**src/rtl/riscV_unrn_pkg.sv**
```systemverilog
// -----------------------------------------------------------------------------
// riscV_unrn_pkg
//   Shared types and constants for the trap path between the pipeline
//   controller and the CSR unit.
//
//   trap_state_t        : sequencing states of trap_controller
//   EXC_* / IRQ_M_EXT   : mcause values (RV32 layout, bit 31 = interrupt)
//   MTVEC_MODE_VECTORED : mtvec[1:0] encoding for vectored interrupt dispatch
// -----------------------------------------------------------------------------
package riscV_unrn_pkg;

  typedef enum logic [1:0] {
    ST_IDLE     = 2'd0,  // watching the retire stage
    ST_TRAP     = 2'd1,  // exception request presented to the CSR unit
    ST_REDIRECT = 2'd2,  // fetch redirected to the trap vector
    ST_RET      = 2'd3   // mret pulse + redirect to mepc
  } trap_state_t;

  // Cause values in 32-bit form; trap_controller widens them to XLEN by moving
  // bit 31 (interrupt flag) to the top bit of the datapath.
  localparam logic [31:0] EXC_INSTR_MISALIGNED = 32'd0;
  localparam logic [31:0] EXC_ILLEGAL          = 32'd2;
  localparam logic [31:0] EXC_BREAKPOINT       = 32'd3;
  localparam logic [31:0] EXC_ECALL_M          = 32'd11;
  localparam logic [31:0] IRQ_M_EXT            = 32'h8000_000B;

  localparam logic [1:0]  MTVEC_MODE_VECTORED  = 2'b01;

endpackage

```
**src/rtl/trap_controller_sync_bit.sv**
```systemverilog
// -----------------------------------------------------------------------------
// sync_bit
//   Single-bit flop-chain synchroniser for an asynchronous level input.
//   STAGES must be at least 2; the output is the input delayed by STAGES
//   clock edges once metastability has resolved.
//
//   clk  : destination clock
//   rst  : synchronous active-high clear of the whole chain
//   d_i  : asynchronous input
//   q_o  : synchronised output (last flop of the chain)
// -----------------------------------------------------------------------------
module sync_bit #(
  parameter int unsigned STAGES = 2
) (
  input  logic clk,
  input  logic rst,
  input  logic d_i,
  output logic q_o
);

  logic [STAGES-1:0] sync_q;

  always_ff @(posedge clk) begin
    if (rst) begin
      sync_q <= '0;
    end else begin
      sync_q <= {sync_q[STAGES-2:0], d_i};
    end
  end

  assign q_o = sync_q[STAGES-1];

endmodule

```
**src/rtl/trap_controller.sv**
```systemverilog
// -----------------------------------------------------------------------------
// trap_controller
//   Initiating side of the exception interface into the CSR unit. Watches the
//   retiring instruction's exception flags, mret and the external interrupt,
//   picks the highest-priority event, issues a one-cycle exception request
//   (cause + faulting PC) or mret pulse, stalls the pipeline for the duration
//   of the sequence and redirects fetch to the trap vector or to mepc.
//
//   Sequences (N = cycle the event is accepted in IDLE):
//     trap : N stall, N+1 excRequest_o, N+2 redirect_o to trap target
//     mret : N stall, N+1 mret_o + redirect_o to mepc
//
//   Ports
//     clk, rst            : clock, synchronous active-high reset
//     valid_i, pc_i       : retiring instruction and its PC
//     instr_misaligned_i, illegal_i, ebreak_i, ecall_i, mret_i
//                         : decode/exception flags, qualified by valid_i
//     ext_irq_i           : asynchronous level external interrupt
//     mstatus_mie_i, mie_meie_i, mtvec_i, mepc_i
//                         : CSR state from the CSR unit
//     excRequest_o, excCause_o, excPc_o, mret_o
//                         : requests towards the CSR unit
//     stall_o             : hold pipeline / block commit
//     redirect_o, redirect_pc_o
//                         : fetch redirect strobe and target
// -----------------------------------------------------------------------------
import riscV_unrn_pkg::*;

module trap_controller #(
  parameter int unsigned XLEN        = 32,
  parameter int unsigned SYNC_STAGES = 2
) (
  input  logic            clk,
  input  logic            rst,
  input  logic            valid_i,
  input  logic [XLEN-1:0] pc_i,
  input  logic            instr_misaligned_i,
  input  logic            illegal_i,
  input  logic            ebreak_i,
  input  logic            ecall_i,
  input  logic            mret_i,
  input  logic            ext_irq_i,
  input  logic            mstatus_mie_i,
  input  logic            mie_meie_i,
  input  logic [XLEN-1:0] mtvec_i,
  input  logic [XLEN-1:0] mepc_i,
  output logic            excRequest_o,
  output logic [XLEN-1:0] excCause_o,
  output logic [XLEN-1:0] excPc_o,
  output logic            mret_o,
  output logic            stall_o,
  output logic            redirect_o,
  output logic [XLEN-1:0] redirect_pc_o
);

  // Widen a 32-bit package cause to XLEN: interrupt flag goes to the MSB,
  // the exception code stays in the low bits.
  function automatic logic [XLEN-1:0] widen_cause(input logic [31:0] c);
    logic [XLEN-1:0] r;
    r          = '0;
    r[30:0]    = c[30:0];
    r[XLEN-1]  = c[31];
    return r;
  endfunction

  // ---------------------------------------------------------------------------
  // Interrupt synchroniser and event qualification
  // ---------------------------------------------------------------------------
  logic irq_sync;

  sync_bit #(
    .STAGES (SYNC_STAGES)
  ) u_irq_sync (
    .clk (clk),
    .rst (rst),
    .d_i (ext_irq_i),
    .q_o (irq_sync)
  );

  logic            irq_take;
  logic            trap_any;
  logic            mret_take;
  logic [XLEN-1:0] cause_d;

  // Interrupts only at an instruction boundary, so they also need valid_i.
  assign irq_take = irq_sync & mstatus_mie_i & mie_meie_i & valid_i;

  assign trap_any = irq_take
                  | (valid_i & (instr_misaligned_i | illegal_i | ebreak_i | ecall_i));

  // mret is the lowest priority event: any trap in the same cycle suppresses it.
  assign mret_take = valid_i & mret_i & ~trap_any;

  always_comb begin
    cause_d = '0;
    if (irq_take)                       cause_d = widen_cause(IRQ_M_EXT);
    else if (valid_i && instr_misaligned_i) cause_d = widen_cause(EXC_INSTR_MISALIGNED);
    else if (valid_i && illegal_i)      cause_d = widen_cause(EXC_ILLEGAL);
    else if (valid_i && ebreak_i)       cause_d = widen_cause(EXC_BREAKPOINT);
    else if (valid_i && ecall_i)        cause_d = widen_cause(EXC_ECALL_M);
  end

  // ---------------------------------------------------------------------------
  // Sequencer with registered request outputs
  // ---------------------------------------------------------------------------
  trap_state_t     state_q;
  logic [XLEN-1:0] cause_q;      // kept past TRAP for the vectored target
  logic            exc_req_q;
  logic [XLEN-1:0] exc_cause_q;
  logic [XLEN-1:0] exc_pc_q;
  logic            mret_q;
  logic            redirect_q;

  always_ff @(posedge clk) begin
    if (rst) begin
      state_q     <= ST_IDLE;
      cause_q     <= '0;
      exc_req_q   <= 1'b0;
      exc_cause_q <= '0;
      exc_pc_q    <= '0;
      mret_q      <= 1'b0;
      redirect_q  <= 1'b0;
    end else begin
      // Pulses and TRAP-only payload default low every cycle.
      exc_req_q   <= 1'b0;
      exc_cause_q <= '0;
      exc_pc_q    <= '0;
      mret_q      <= 1'b0;
      redirect_q  <= 1'b0;

      unique case (state_q)
        ST_IDLE: begin
          if (trap_any) begin
            state_q     <= ST_TRAP;
            cause_q     <= cause_d;
            exc_req_q   <= 1'b1;
            exc_cause_q <= cause_d;
            exc_pc_q    <= pc_i;
          end else if (mret_take) begin
            state_q    <= ST_RET;
            mret_q     <= 1'b1;
            redirect_q <= 1'b1;
          end
        end
        ST_TRAP: begin
          state_q    <= ST_REDIRECT;
          redirect_q <= 1'b1;
        end
        ST_REDIRECT: state_q <= ST_IDLE;
        ST_RET:      state_q <= ST_IDLE;
        default:     state_q <= ST_IDLE;
      endcase
    end
  end

  // ---------------------------------------------------------------------------
  // Redirect target. mtvec_i and mepc_i are read in the redirect cycle itself
  // so a CSR write that lands during TRAP is honoured.
  // ---------------------------------------------------------------------------
  logic [XLEN-1:0] mtvec_base;
  logic [XLEN-1:0] vec_off;
  logic [XLEN-1:0] trap_target;
  logic [XLEN-1:0] redirect_pc_d;

  always_comb begin
    mtvec_base  = {mtvec_i[XLEN-1:2], 2'b00};
    vec_off     = {1'b0, cause_q[XLEN-2:0]} << 2;
    trap_target = mtvec_base;
    if ((mtvec_i[1:0] == MTVEC_MODE_VECTORED) && cause_q[XLEN-1]) begin
      trap_target = mtvec_base + vec_off;  // wraps modulo 2^XLEN
    end

    redirect_pc_d = '0;
    unique case (state_q)
      ST_REDIRECT: redirect_pc_d = trap_target;
      ST_RET:      redirect_pc_d = {mepc_i[XLEN-1:2], 2'b00};
      default:     redirect_pc_d = '0;
    endcase
  end

  // ---------------------------------------------------------------------------
  // Outputs
  // ---------------------------------------------------------------------------
  // Stall is combinational in the accepting cycle so the trapping instruction
  // never commits; it stays high for the rest of the sequence.
  assign stall_o = ~rst & ((state_q != ST_IDLE) | trap_any | (valid_i & mret_i));

  assign excRequest_o  = exc_req_q;
  assign excCause_o    = exc_cause_q;
  assign excPc_o       = exc_pc_q;
  assign mret_o        = mret_q;
  assign redirect_o    = redirect_q;
  assign redirect_pc_o = redirect_pc_d;

endmodule

```
**config.mk**
```make
export PLATFORM = sky130hd
export DESIGN_NAME = trap_controller
export DESIGN_NICKNAME = d
export VERILOG_FILES = /design/src/rtl/riscV_unrn_pkg.sv /design/src/rtl/trap_controller_sync_bit.sv /design/src/rtl/trap_controller.sv
export SDC_FILE = /design/constraint.sdc
export NUM_CORES = 1
export LEC_CHECK = 0
export CORE_MARGIN = 3
export CORE_UTILIZATION = 35
export DETAILED_ROUTE_END_ITERATION = 8
export PLACE_DENSITY = 0.81
export SLEW_MARGIN = 20
export SYNTH_ARGS = -nofsm -noshare
export SYNTH_HDL_FRONTEND = slang
export SYNTH_SLANG_ARGS = --single-unit
```
**constraint.sdc**
```tcl
create_clock -name clk -period 3.9 [get_ports clk]
set_clock_uncertainty 0.05 [all_clocks]
set_input_delay 0.975 -clock clk [delete_from_list [all_inputs] [get_ports clk]]
set_output_delay 0.975 -clock clk [all_outputs]
set_load 0.005 [all_outputs]
```
### Routed metal per tile, run 1

19 x 19 tiles, from black (low) to pale yellow (high), scaled to the fullest tile. Values are wire area over tile area, all layers added.
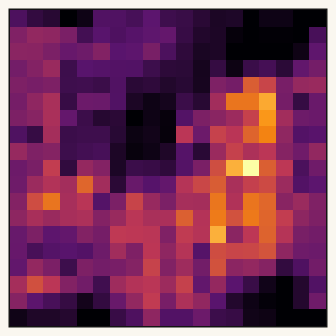
The emptiest ninth of the die: top middle. The densest ninth of the die: right middle. The mean over all tiles is 0.21. The fullest tile reaches 0.69. 6.6% of the tiles are nearly empty. 13% of the tiles are over half the peak.
GR Util All Layers: 23.6%
routed len/inst: 16.8 µm
routed wire length: 11,600 µm
DR vias: 3,614

### Cell placement, run 1

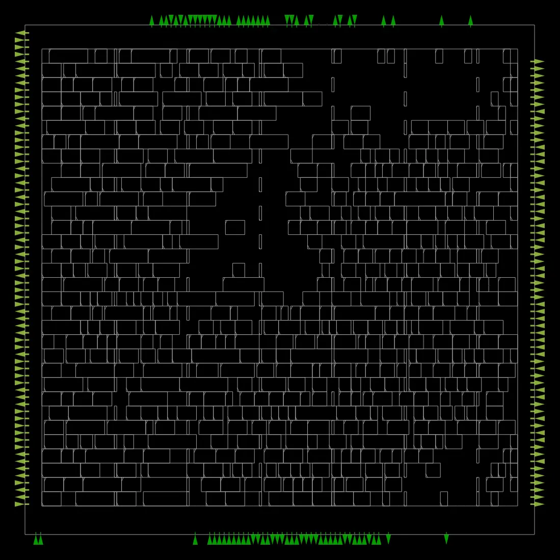
Post-Layout Cell Count: 691
Final Core Density: 68.9%
tap cells: 102

==> GITHUB_STEP_SUMMARY, run 1 <==
### Flow metrics

| Metric | Value |
|---|---|
| Status | `complete, but fails checks` |
| Failing checks | `setup timing` |
| Crit Path Class | `input pin to output pin` |
| Internal power | `0.000901 W` |
| TritonCTS clock tree | `done` |
| Sw Ratio | `26.8%` |
| DP Wirelength | `8710 µm` |
| Yosys reg bits | `47` |
| Gate power share | `28.5%` |
| Cell area power density | `227 nW/µm²` |
| Synth top area share | `32.4%` |
| Reg clk slew, reported paths | `0.09 ns` |
| Routed Antenna Nets | `0` |
| Port bufs | `174` |
| Crit end category | `output pin` |
| Post-synth EDFFs | `0` |
| Vias per cell | `5.23` |
| Final Cycle Share | `100%` |
| Synth cell types | `roughly 53` |
| Fmax | `256 MHz` |
| Init Core Util | `36.8%` |
| I/O pins | `207` |
| Ys async rst share | `0%` |
| Worst-path maximum fanout | `7` |
| CTS root buf | `clkbuf_8` |
| Htree depth | `2` |
| Most used logic cell in the final layout | `clkdlybuf4s50_1` |
| Combinational gate area | `1960 µm²` |
| Static Leakage | `between 2 and 2.5 nW` |
| Main flop type | `dfxtp_1` |
| Total grt overflow | `0` |
| DIE AREA | `between 9000 and 10,000 µm²` |
| DR iter-0 viols | `163` |
| Post-CTS setup buffer count | `7` |
| # Max-Cap Violations | `0` |
| Crit path DRT | `2.87 ns` |
| Max IR drop VDD | `~0.00033 V` |
| Post-route minimum period | `roughly 4 ns` |
| Pwr Total | `approximately 0.0012 W` |
| Top cells by area | `dfxtp_1 32%, buf_4 7.8%, and2_1 7.5%` |
| Final hold vios | `0` |
| Number of hold buffers added after CTS | `0` |
| Startpoint types | `input pin` |
| Setup slack after layout | `-0.00218 ns` |
| Latest clock arrival within the worst-skew pair | `0.30 ns` |
| Post_cts resized | `92` |
| Iteration tally of the first detailed-router pass | `5` |
| Residual DRC | `0` |
| WP data arrival | `2.88 ns` |
| CTS Buf Count | `5` |
| Die y size | `around 97 µm` |
| # fillers | `621` |
| First-pass GRT wire length | `18,300 µm` |
| Measured slew at the worst slew-check pin | `0.545 ns` |
| Count of tool warnings | `29` |
| CTS sink cnt | `47` |
| Initial antenna violation count | `0` |
| Area delta synth->final | `87.3%` |
| Share of cells above drive strength 1 | `between 20% and 30%` |
| NumNets Final | `699` |
| Max Root-Sink Buffers | `2` |
| Synth Area per Inst | `8.15 µm²` |
| Number of global-route vias before repair | `3,781` |
| Post-synthesis cell count | `356` |
| # rows | `32` |
| Synth Seq Share | `~32%` |
| Reg power frac | `41.6%` |
| Post-synth top area cell | `dfxtp_1` |
| Largest net degree at the start of global routing | `34` |
| Post-synthesis chip area from yosys | `~2900 µm²` |
| Synthesis Warnings | `0` |
| Setup violators final | `1` |
| RD Place Congestion | `0.929` |
| Top cells excl fill/tap | `129 x clkdlybuf4s50_1, 64 x buf_4, 47 x dfxtp_1` |
| Slew HR | `63.6%` |
| CORE AREA | `7890 µm²` |
| HP Class | `flop to flop` |
| Antenna Cells | `0` |
| Die X | `97.1 µm` |
| Clock network power share | `29.8%` |
| Sequential cell area | `941 µm²` |
| Cells in synth_stat.txt | `356` |
| Mapped Area | `2900 µm²` |
| Net Switching | `0.000330 W` |
| Slew Viols, Final | `0` |
### Close-up of the layout, run 1

The bar under the picture is 10 µm long. Region (36, 17) to (61, 42) µm. Cells in gray, sequential cells in the stronger gray; small squares are vias.
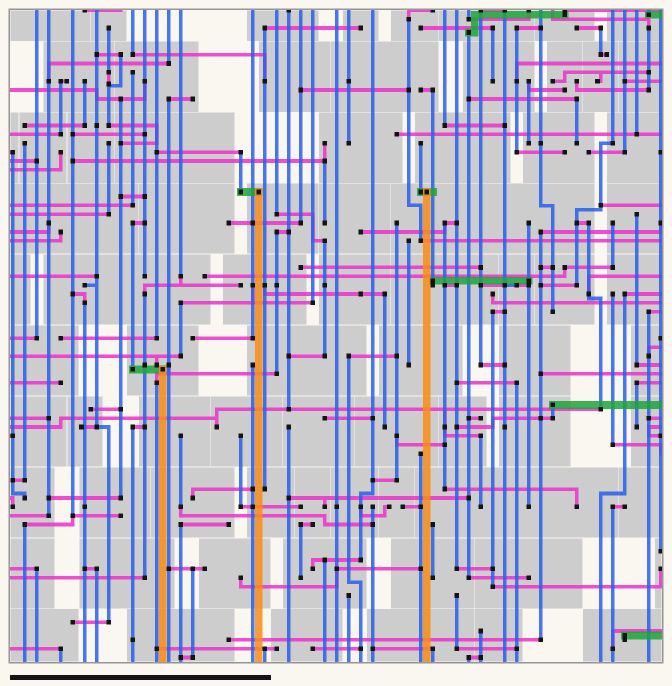
Blue marks M2. Magenta marks M1. Green marks M3. Orange marks M4.
Most frequent: buf_4 (13), xnor2_1 (7), nor3_1 (4). Sequential cells in the window: 0. 60 logic cells have their middle in the window.

[run 1: state kept, by name, summed over array words and instances (netlist names)]
| register | count |
|---|---|
| cause_q | 4 |
| excCause_o | 4 |
| excPc_o | 32 |
| excRequest_o | 1 |
| mret_o | 1 |
| redirect_o | 1 |
| state_q | 2 |
| u_irq_sync.sync_q | 2 |
[run 1: per-layer routing]
metal	routed length [µm]	global-route usage [%]
met2	6100	43.7
met4	272	8.96
met3	1120	7.47
met1	4090	24.6
met5	0	0
[run 1: area by class of cell]
type                       count  share of cell area [%]
clock inverter                 3                   0.875
tap                          102                    2.35
clock buffer                   5                    1.27
sequential                    47                    17.3
timing repair buffer         244                    41.6
inverter                       8                   0.552
multi-input combinational    282                    36.1
[run 1: metrics by stage]
step                hold WS [ns]  cell area [µm²]  worst slack [ns]  cells  setup TNS, ns
finish                     0.406             5440          -0.00218    691       -0.00218
global route               0.431             5440           -0.0827    691        -0.0975
CTS                        0.409             5340           -0.0180    689        -0.0306
detailed placement         0.372             5020            -0.712    674         -14.05
global placement           0.374             5020            -0.650    674         -12.26
floorplan                  0.364             3010             0.409    385              0
[run 1: power by group through the flow]
stage | logic, W | clock network (W) | registers, W
after floorplan | 0.000126 | 0 | 0.000520
after global placement | 0.000335 | 0 | 0.000523
after detailed placement | 0.000342 | 0 | 0.000524
after CTS | 0.000344 | 0.000376 | 0.000513
after global routing | 0.000379 | 0.000397 | 0.000516
final | 0.000351 | 0.000367 | 0.000513
[run 1: worst paths after layout]
kind | endpoint | slack [ns] | cells after the start | startpoint
setup / recovery | redirect_pc_o[25] | -0.002 | 7 | mtvec_i[21]
hold / removal | u_irq_sync.sync_q[1] | 0.41 | 1 | u_irq_sync.sync_q[0]
setup reg to reg | excPc_o[23] | 2.18 | 5 | state_q[0]
hold reg to reg | u_irq_sync.sync_q[1] | 0.41 | 1 | u_irq_sync.sync_q[0]
[run 1: worst max-delay path, cell delays in order]
cell and delay (ns):
clkdlybuf4s50_1 0.48, nand2_1 0.08, or4_4 0.45, buf_6 0.17, o311ai_1 0.31, nand3_1 0.12, dlygate4sd2_1 0.29
[run 1: synthesized netlist by cell type (4+ instances only)]
| cell | count |
|---|---|
| dfxtp_1 | 47 |
| and2_1 | 35 |
| buf_4 | 30 |
| o21ai_0 | 24 |
| nand3_1 | 19 |
| nand2_1 | 17 |
| a31oi_1 | 14 |
| a21oi_1 | 13 |
| nor3_1 | 13 |
| clkbuf_1 | 12 |
| nand4_1 | 11 |
| nor4_1 | 10 |
| nor2_1 | 9 |
| inv_1 | 8 |
| o31ai_1 | 7 |
| xnor2_1 | 7 |
| a21o_1 | 6 |
| or4_1 | 6 |
| nor2b_1 | 5 |
| and4_1 | 4 |
[run 1: cell families (layout without fill, tap and decap cells)]
family,Yosys count,count (layout),share of synthesized area (%)
simple gates,152,152,31.3
compound gates,87,87,19.5
buf+inv,56,260,11.8
flops,47,47,32.4
xor+xnor,7,7,2.11
fa+ha+maj,4,4,1.98
mux,2,2,0.690
other cells,1,30,0.129
### Routed clock nets over the placement, run 1

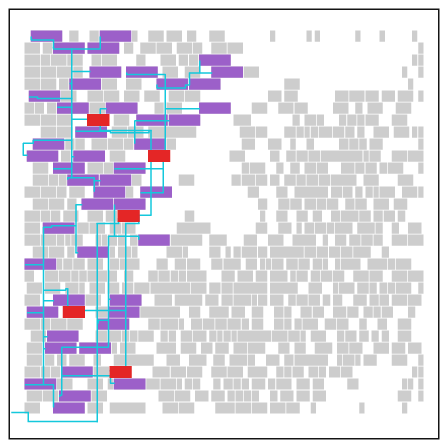

==> run 2: changes to the inputs <==
SETUP_SLACK_MARGIN = 0.1   (was not set)
### Routed clock nets over the placement, run 2

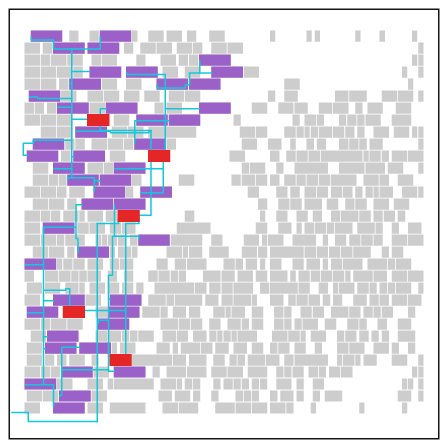
Red marks clock-net drivers, count 5. Cyan marks clock wires, length 560 µm. Purple marks flip-flops, count 47.
There are 6 routed clock nets.
clock network power share: 29.9%
Power Clock: 0.000367 W
latest clock arrival within the worst-skew pair: 0.30 ns

### Gate-type map, run 2

The bar under the picture is 20 µm long.
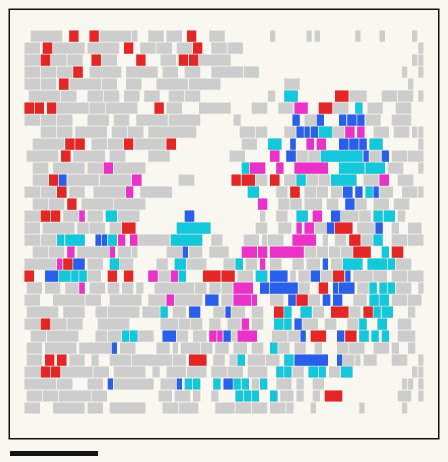
Blue marks nand cells, cells 54, most used nand3_1. Red marks and/or cells, cells 59, most used and2_1, where spread over the die. Cyan marks aoi and oai cells, cells 72, most used o21ai_0. Magenta marks nor cells, cells 39, most used nor3_1.
most used logic cell in the final layout: clkdlybuf4s50_1
logic share of the area: 36.3%

==> GITHUB_STEP_SUMMARY, run 2 <==
### Flow metrics

| Metric | Value |
|---|---|
| Status | `finished, final reports clean (was complete, but fails checks)` |
| Max reg flops | `32 (unchanged)` |
| I/O pins | `207 (unchanged)` |
| CTS Buf Count | `5 (unchanged)` |
| TritonCTS clock tree | `done (unchanged)` |
| Slew HR | `63.1% (was 63.6%)` |
| Yosys reg bits | `47 (unchanged)` |
| Crit path DRT | `2.87 ns (about the same)` |
| Die y size | `97.1 µm (unchanged)` |
| Main flop type | `dfxtp_1 (unchanged)` |
| Area delta synth->final | `86.9% (was 87.3%)` |
| Final Cycle Share | `96.8% (was 100%)` |
| Die X | `97.1 µm (unchanged)` |
| DR iter-0 viols | `160 (was 163)` |
| Synth Area per Inst | `8.15 µm² (unchanged)` |
| HP Class | `flop to flop (unchanged)` |
| Port bufs | `174 (unchanged)` |
| Post-synthesis chip area from yosys | `2900 µm² (unchanged)` |
| Reg power frac | `41.8% (was 41.6%)` |
| Count of tool warnings | `30 (was 29)` |
| Cells in synth_stat.txt | `356 (unchanged)` |
| Total grt overflow | `0 (unchanged)` |
| Residual DRC | `0 (unchanged)` |
| Crit end category | `output pin (unchanged)` |
| Routed Antenna Nets | `0 (unchanged)` |
| Setup violators final | `0 (was 1)` |
| Synth Seq Share | `32.4% (unchanged)` |
| NumNets Final | `703 (was 699)` |
| Final hold vios | `0 (unchanged)` |
| Post-synth top area cell | `dfxtp_1 (unchanged)` |
| Fmax | `265 MHz (was 256 MHz)` |
| Post-synthesis cell count | `356 (unchanged)` |
| # fillers | `626 (was 621)` |
| Initial antenna violation count | `2 (was 0)` |
| Number of global-route vias before repair | `3,802 (was 3,781)` |
| Share of cells above drive strength 1 | `23.8% (was 20.4%)` |
| Top cells by area | `dfxtp_1 32%, buf_4 7.8%, and2_1 7.5% (unchanged)` |
| CORE AREA | `7890 µm² (unchanged)` |
| Cell area power density | `226 nW/µm² (was 227 nW/µm²)` |
| Place WS | `-0.712 ns (unchanged)` |
| Post-synth EDFFs | `0 (unchanged)` |
| Setup TNS | `0 ns (was -0.00218 ns)` |
| Startpoint types | `input pin (unchanged)` |
| FF-to-FF Start | `state_q[0] (unchanged)` |
| Slew Viols, Final | `0 (unchanged)` |
| Synth cell count leaders | `47 x dfxtp_1, 35 x and2_1, 30 x buf_4, 24 x o21ai_0, 19 x nand3_1 (unchanged)` |
| Measured slew at the worst slew-check pin | `0.553 ns (was 0.545 ns)` |
| # rows | `32 (unchanged)` |
| # Max-Cap Violations | `0 (unchanged)` |
| Synthesis Warnings | `0 (unchanged)` |
| Init Core Util | `36.8% (unchanged)` |
| Synth top area share | `32.4% (unchanged)` |
| Ys async rst share | `0% (unchanged)` |
| Htree depth | `2 (unchanged)` |
| CTS sink cnt | `47 (unchanged)` |
| DR vias | `3,691 (was 3,614)` |
| Static Leakage | `2.38 nW (about the same)` |
| Reg clk slew, reported paths | `0.09 ns (about the same)` |
| Routed len/inst | `16.7 µm (was 16.8 µm)` |
| Final Instance Area | `5420 µm² (was 5440 µm²)` |
| GR Util All Layers | `23.8% (was 23.6%)` |
| Worst-path maximum fanout | `3 (was 7)` |
| WP data arrival | `2.75 ns (was 2.88 ns)` |
| Crit Path Class | `input pin to output pin (unchanged)` |
| Hold path startpoint | `u_irq_sync.sync_q[0] (unchanged)` |
| CTS root buf | `clkbuf_8 (unchanged)` |
| Internal power | `0.000898 W (was 0.000901 W)` |
| Sw Ratio | `26.9% (was 26.8%)` |
| Synth top cell by count | `dfxtp_1 (unchanged)` |
| Max Root-Sink Buffers | `2 (unchanged)` |
| Vias per cell | `5.30 (was 5.23)` |
| First-pass GRT wire length | `18,600 µm (was 18,300 µm)` |
| Top cells excl fill/tap | `121 x clkdlybuf4s50_1, 67 x buf_4, 47 x dfxtp_1 (was 129 x clkdlybuf4s50_1, 64 x buf_4, 47 x dfxtp_1)` |
| DP Area | `5020 µm² (unchanged)` |
| Largest net degree at the start of global routing | `34 (unchanged)` |
| Net Switching | `0.000330 W (about the same)` |
| Max IR drop VDD | `0.000314 V (was 0.000326 V)` |
| Mapped Area | `2900 µm² (unchanged)` |
run 2: cell counts after synthesis:
Identical to the previous run, type by type.
run 2: per-stage QoR:
step	power, W	cells	hold slack [ns]	utilization [%]
CTS	0.00123	691	0.409	68.4
floorplan	0.000646	385	0.364	-
detailed placement	0.000866	674	0.372	63.7
global placement	0.000858	674	0.374	63.7
global route	0.00129	697	0.431	68.8
finish	0.00123	697	0.406	68.8
run 2: critical path, stage by stage:
cell and delay [ns]:
buf_2 0.12, ha_4 0.17, fa_2 0.42, buf_4 0.17, a31oi_4 0.22, nor3_2 0.09, buf_4 0.15, a21o_1 0.15
nand3_1 0.08, clkdlybuf4s15_2 0.21
run 2: worst paths after layout:
check / endpoint / cells past startpoint / slack (ns)
worst min register to register: u_irq_sync.sync_q[1] / 1 / 0.41
worst max-delay path: redirect_pc_o[28] / 10 / 0.13
worst max register to register: excPc_o[23] / 5 / 2.17
worst min-delay path: u_irq_sync.sync_q[1] / 1 / 0.41
run 2: cell type report:
class,count,area (µm²),area share (%)
repair buffers,248,2240,41.2
diodes,2,5.00,0.0923
multi-input cells,282,1970,36.3
clock inverters,3,47.5,0.877
well taps,102,128,2.35
flip-flops and latches,47,941,17.3
inverters,8,30.0,0.554
clock buffers,5,68.8,1.27
run 2: timing repair:
item,in CTS,in global routing
resized,133,35
pin swaps,16,19
gates cloned,0,0
endpoints found under the setup margin,30,21
setup buffers,9,4
run 2: layer usage:
layer / vias up / part of all wire, % / track usage [%]
li1: 1732 / - / -
met1: 1702 / 35 / 25.0
met2: 231 / 52 / 44.3
met3: 26 / 11 / 7.82
met4: 0 / 2.5 / 8.21
met5: - / 0 / 0
run 2: cells by family after synthesis:
group / Yosys count / synth area share (%)
flip-flops: 47 / 32.4
multiplexers: 2 / 0.690
buffers and inverters: 56 / 11.8
AND-OR/OR-AND: 87 / 19.5
adder cells (fa/ha/maj): 4 / 1.98
other: 1 / 0.129
XOR/XNOR: 7 / 2.11
AND/OR/NAND/NOR: 152 / 31.3
run 2: power by group through the flow:
stage               sequential, W  clock (W)  combinational (W)
detailed placement       0.000524          0           0.000342
floorplan                0.000520          0           0.000126
finish                   0.000513   0.000367           0.000348
global placement         0.000523          0           0.000335
CTS                      0.000513   0.000376           0.000345
global route             0.000516   0.000396           0.000376
### Routed metal per tile, run 2

19 x 19 tiles, from black (low) to pale yellow (high), scaled to the fullest tile. Values are wire area over tile area, all layers added.
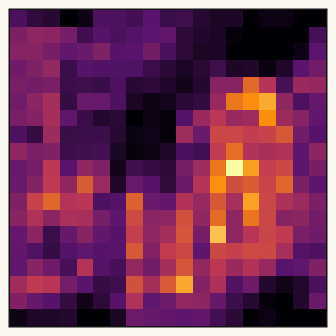

==> run 3: changes to the inputs <==
ABC_CLOCK_PERIOD_IN_PS = 3900   (was not set)
CORE_MARGIN = 2   (was 3)
### Routed metal per tile, run 3

19 x 19 tiles, from black (low) to pale yellow (high), scaled to the fullest tile. Values are wire area over tile area, all layers added.
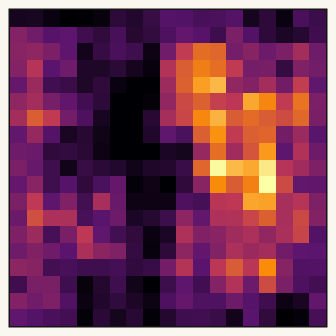
16% of the tiles are over half the peak. The fullest tile reaches 0.72. The densest ninth of the die: right middle. 6.1% of the tiles are nearly empty. The mean over all tiles is 0.21.
routed wire length: 11,200 µm
DR vias: 3,698
routed len/inst: 15.9 µm
GR Util All Layers: 23.6%

==> GITHUB_STEP_SUMMARY, run 3 <==
### Flow metrics

| Metric | Value |
|---|---|
| First-pass GRT wire length | `16,700 µm (was 18,600 µm)` |
| Die X | `95.1 µm (was 97.1 µm)` |
| Synth cell types | `53 (unchanged)` |
| I/O pins | `207 (unchanged)` |
| Max Root-Sink Buffers | `2 (unchanged)` |
| Init Core Util | `35.7% (was 36.8%)` |
| Top cells by area | `dfxtp_1 32%, buf_4 7.8%, and2_1 7.5% (unchanged)` |
| Met2 usage | `43.1% (was 44.3%)` |
| Final Cycle Share | `97.9% (was 96.8%)` |
| Max IR drop VDD | `0.000370 V (was 0.000314 V)` |
| TritonCTS clock tree | `done (unchanged)` |
| WP data arrival | `2.79 ns (was 2.75 ns)` |
| Count of tool warnings | `29 (was 30)` |
| Antenna Cells | `0 (was 2)` |
| Total grt overflow | `0 (unchanged)` |
| Post-synth EDFFs | `0 (unchanged)` |
| Post-synthesis chip area from yosys | `2900 µm² (unchanged)` |
| Startpoint types | `input pin (unchanged)` |
| Share of cells above drive strength 1 | `24.0% (was 23.8%)` |
| Crit Path Class | `input pin to output pin (unchanged)` |
| HP Class | `flop to flop (unchanged)` |
| Area delta synth->final | `89.7% (was 86.9%)` |
| Synth Seq Share | `32.4% (unchanged)` |
| Cells in synth_stat.txt | `356 (unchanged)` |
| Slew HR | `64.3% (was 63.1%)` |
| Synth top cell by count | `dfxtp_1 (unchanged)` |
| Static Leakage | `2.37 nW (was 2.38 nW)` |
| Slew Viols, Final | `0 (unchanged)` |
| Most used logic cell in the final layout | `clkdlybuf4s50_1 (unchanged)` |
| Measured slew at the worst slew-check pin | `0.531 ns (was 0.553 ns)` |
| Final hold vios | `0 (unchanged)` |
| # Max-Cap Violations | `0 (unchanged)` |
| DP Wirelength | `8180 µm (was 8710 µm)` |
| Port bufs | `174 (unchanged)` |
| Synthesis Warnings | `0 (unchanged)` |
| Post-synth top area cell | `dfxtp_1 (unchanged)` |
| Setup violators final | `0 (unchanged)` |
| Latest clock arrival within the worst-skew pair | `0.29 ns (was 0.30 ns)` |
| CTS Buf Count | `5 (unchanged)` |
| CTS sink cnt | `47 (unchanged)` |
| Die y size | `95.1 µm (was 97.1 µm)` |
| CORE AREA | `8130 µm² (was 7890 µm²)` |
| Mapped Area | `2900 µm² (unchanged)` |
| NumNets Final | `710 (was 703)` |
| Initial antenna violation count | `0 (was 2)` |
| Synth Area per Inst | `8.15 µm² (unchanged)` |
| Crit path DRT | `2.87 ns (about the same)` |
| RD Place Congestion | `0.951 (was 0.929)` |
| Setup TNS | `0 ns (unchanged)` |
| Post-route minimum period | `3.82 ns (was 3.77 ns)` |
| Worst-path maximum fanout | `4 (was 3)` |
| Synth cell count leaders | `47 x dfxtp_1, 35 x and2_1, 30 x buf_4, 24 x o21ai_0, 19 x nand3_1 (unchanged)` |
| Top Usage Layer GRT | `met2 (unchanged)` |
| Ys async rst share | `0% (unchanged)` |
| Post-synthesis cell count | `356 (unchanged)` |
| Post-Layout Cell Count | `705 (was 697)` |
| Final Core Density | `67.7% (was 68.8%)` |
| Residual DRC | `0 (unchanged)` |
| DR iter-0 viols | `152 (was 160)` |
| Yosys reg bits | `47 (unchanged)` |
| Fmax | `262 MHz (was 265 MHz)` |
| Status | `finished, final reports clean (unchanged)` |
| Reg clk slew, reported paths | `0.08 ns (was 0.09 ns)` |
### Close-up of the layout, run 3

The bar under the picture is 10 µm long. Region (35, 16) to (60, 41) µm. Cells in gray, sequential cells in the stronger gray; small squares are vias.
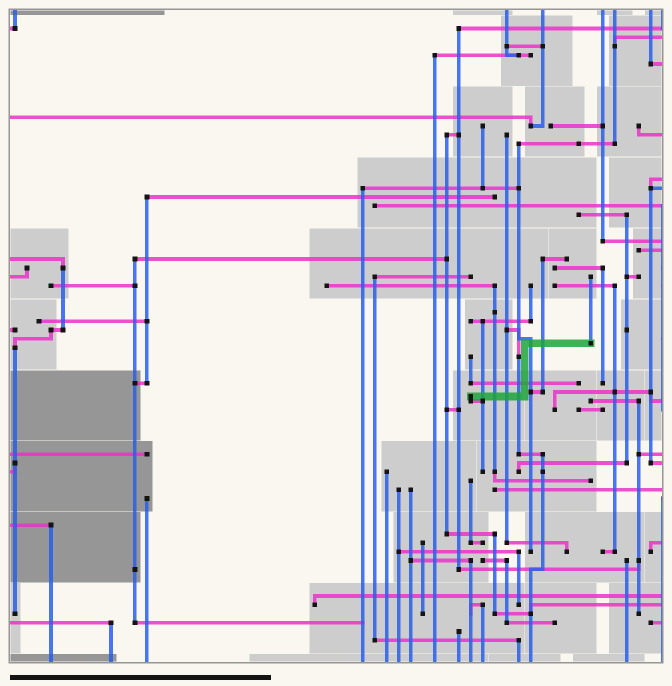
Green marks M3. Blue marks M2. Magenta marks M1.
Most frequent: buf_4 (4), dfxtp_1 (3). 25 logic cells have their middle in the window. Netlist names of flops here include cause_q (3). Sequential cells in the window: 3.

==> run 3: through the flow <==
stage | power (W) | area [µm²] | hold slack [ns] | worst slack [ns]
after floorplan | 0.000646 | 3010 | 0.364 | 0.409
after global placement | 0.000863 | 5050 | 0.367 | -0.648
after detailed placement | 0.000868 | 5050 | 0.382 | -0.669
after CTS | 0.00115 | 5440 | 0.404 | 0.108
after global routing | 0.00121 | 5500 | 0.422 | 0.0172
final | 0.00115 | 5500 | 0.406 | 0.0823
==> run 3: final timing paths <==
path | slack (ns) | cells past startpoint | end | startpoint
setup / recovery | 0.08 | 7 | redirect_pc_o[9] | mtvec_i[1]
hold / removal | 0.41 | 1 | u_irq_sync.sync_q[1] | u_irq_sync.sync_q[0]
setup reg to reg | 2.23 | 5 | excPc_o[14] | state_q[1]
hold reg to reg | 0.41 | 1 | u_irq_sync.sync_q[1] | u_irq_sync.sync_q[0]
==> run 3: cell type report <==
cell class                      count  area, µm²
Clock buffer                        5       68.8
Clock inverter                      3       18.8
Fill cell                         639       2630
Inverter                            8       30.0
Multi-Input combinational cell    282       1980
Sequential cell                    47        941
Tap cell                          105        131
Timing Repair Buffer              255       2330
==> run 3: routing by layer <==
metal / routed length, µm / up-vias / share of wire (%)
li1: - / 1751 / -
met1: 4030 / 1692 / 36
met2: 5560 / 228 / 50
met3: 1290 / 27 / 11
met4: 350 / 0 / 3.1
met5: 0 / - / 0
==> run 3: what timing repair did <==
| item | 4_1_cts | 5_1_grt |
|---|---|---|
| buffers inserted | 14 | 2 |
| gates cloned | 1 | 0 |
| hold buffers | 0 | 0 |
| pin swaps | 24 | 9 |
| resized | 133 | 25 |
| endpoints found under the setup margin | 31 | 21 |
==> run 3: logic make-up after synthesis <==
kind of cell | count (synthesis) | share of synthesized area [%]
simple gates | 152 | 31.3
compound gates | 87 | 19.5
buf+inv | 56 | 11.8
flops | 47 | 32.4
xor+xnor | 7 | 2.11
fa+ha+maj | 4 | 1.98
mux | 2 | 0.690
other cells | 1 | 0.129
==> run 3: critical path, stage by stage <==
cell,delay (ns)
dlygate4sd2_1,0.24
buf_4,0.13
nand3b_1,0.24
nor4_2,0.35
xnor2_1,0.13
a21oi_1,0.20
clkdlybuf4s50_1,0.53
==> run 3: power breakdown <==
part           leakage (nW)  switching, W  total, W  internal [W]
combinational          1.94      0.000149  0.000357      0.000207
sequential            0.384     0.0000103  0.000510      0.000500
clock                0.0483      0.000158  0.000284      0.000126
Power figures rest on the tool's default switching activity, not on a simulated workload.
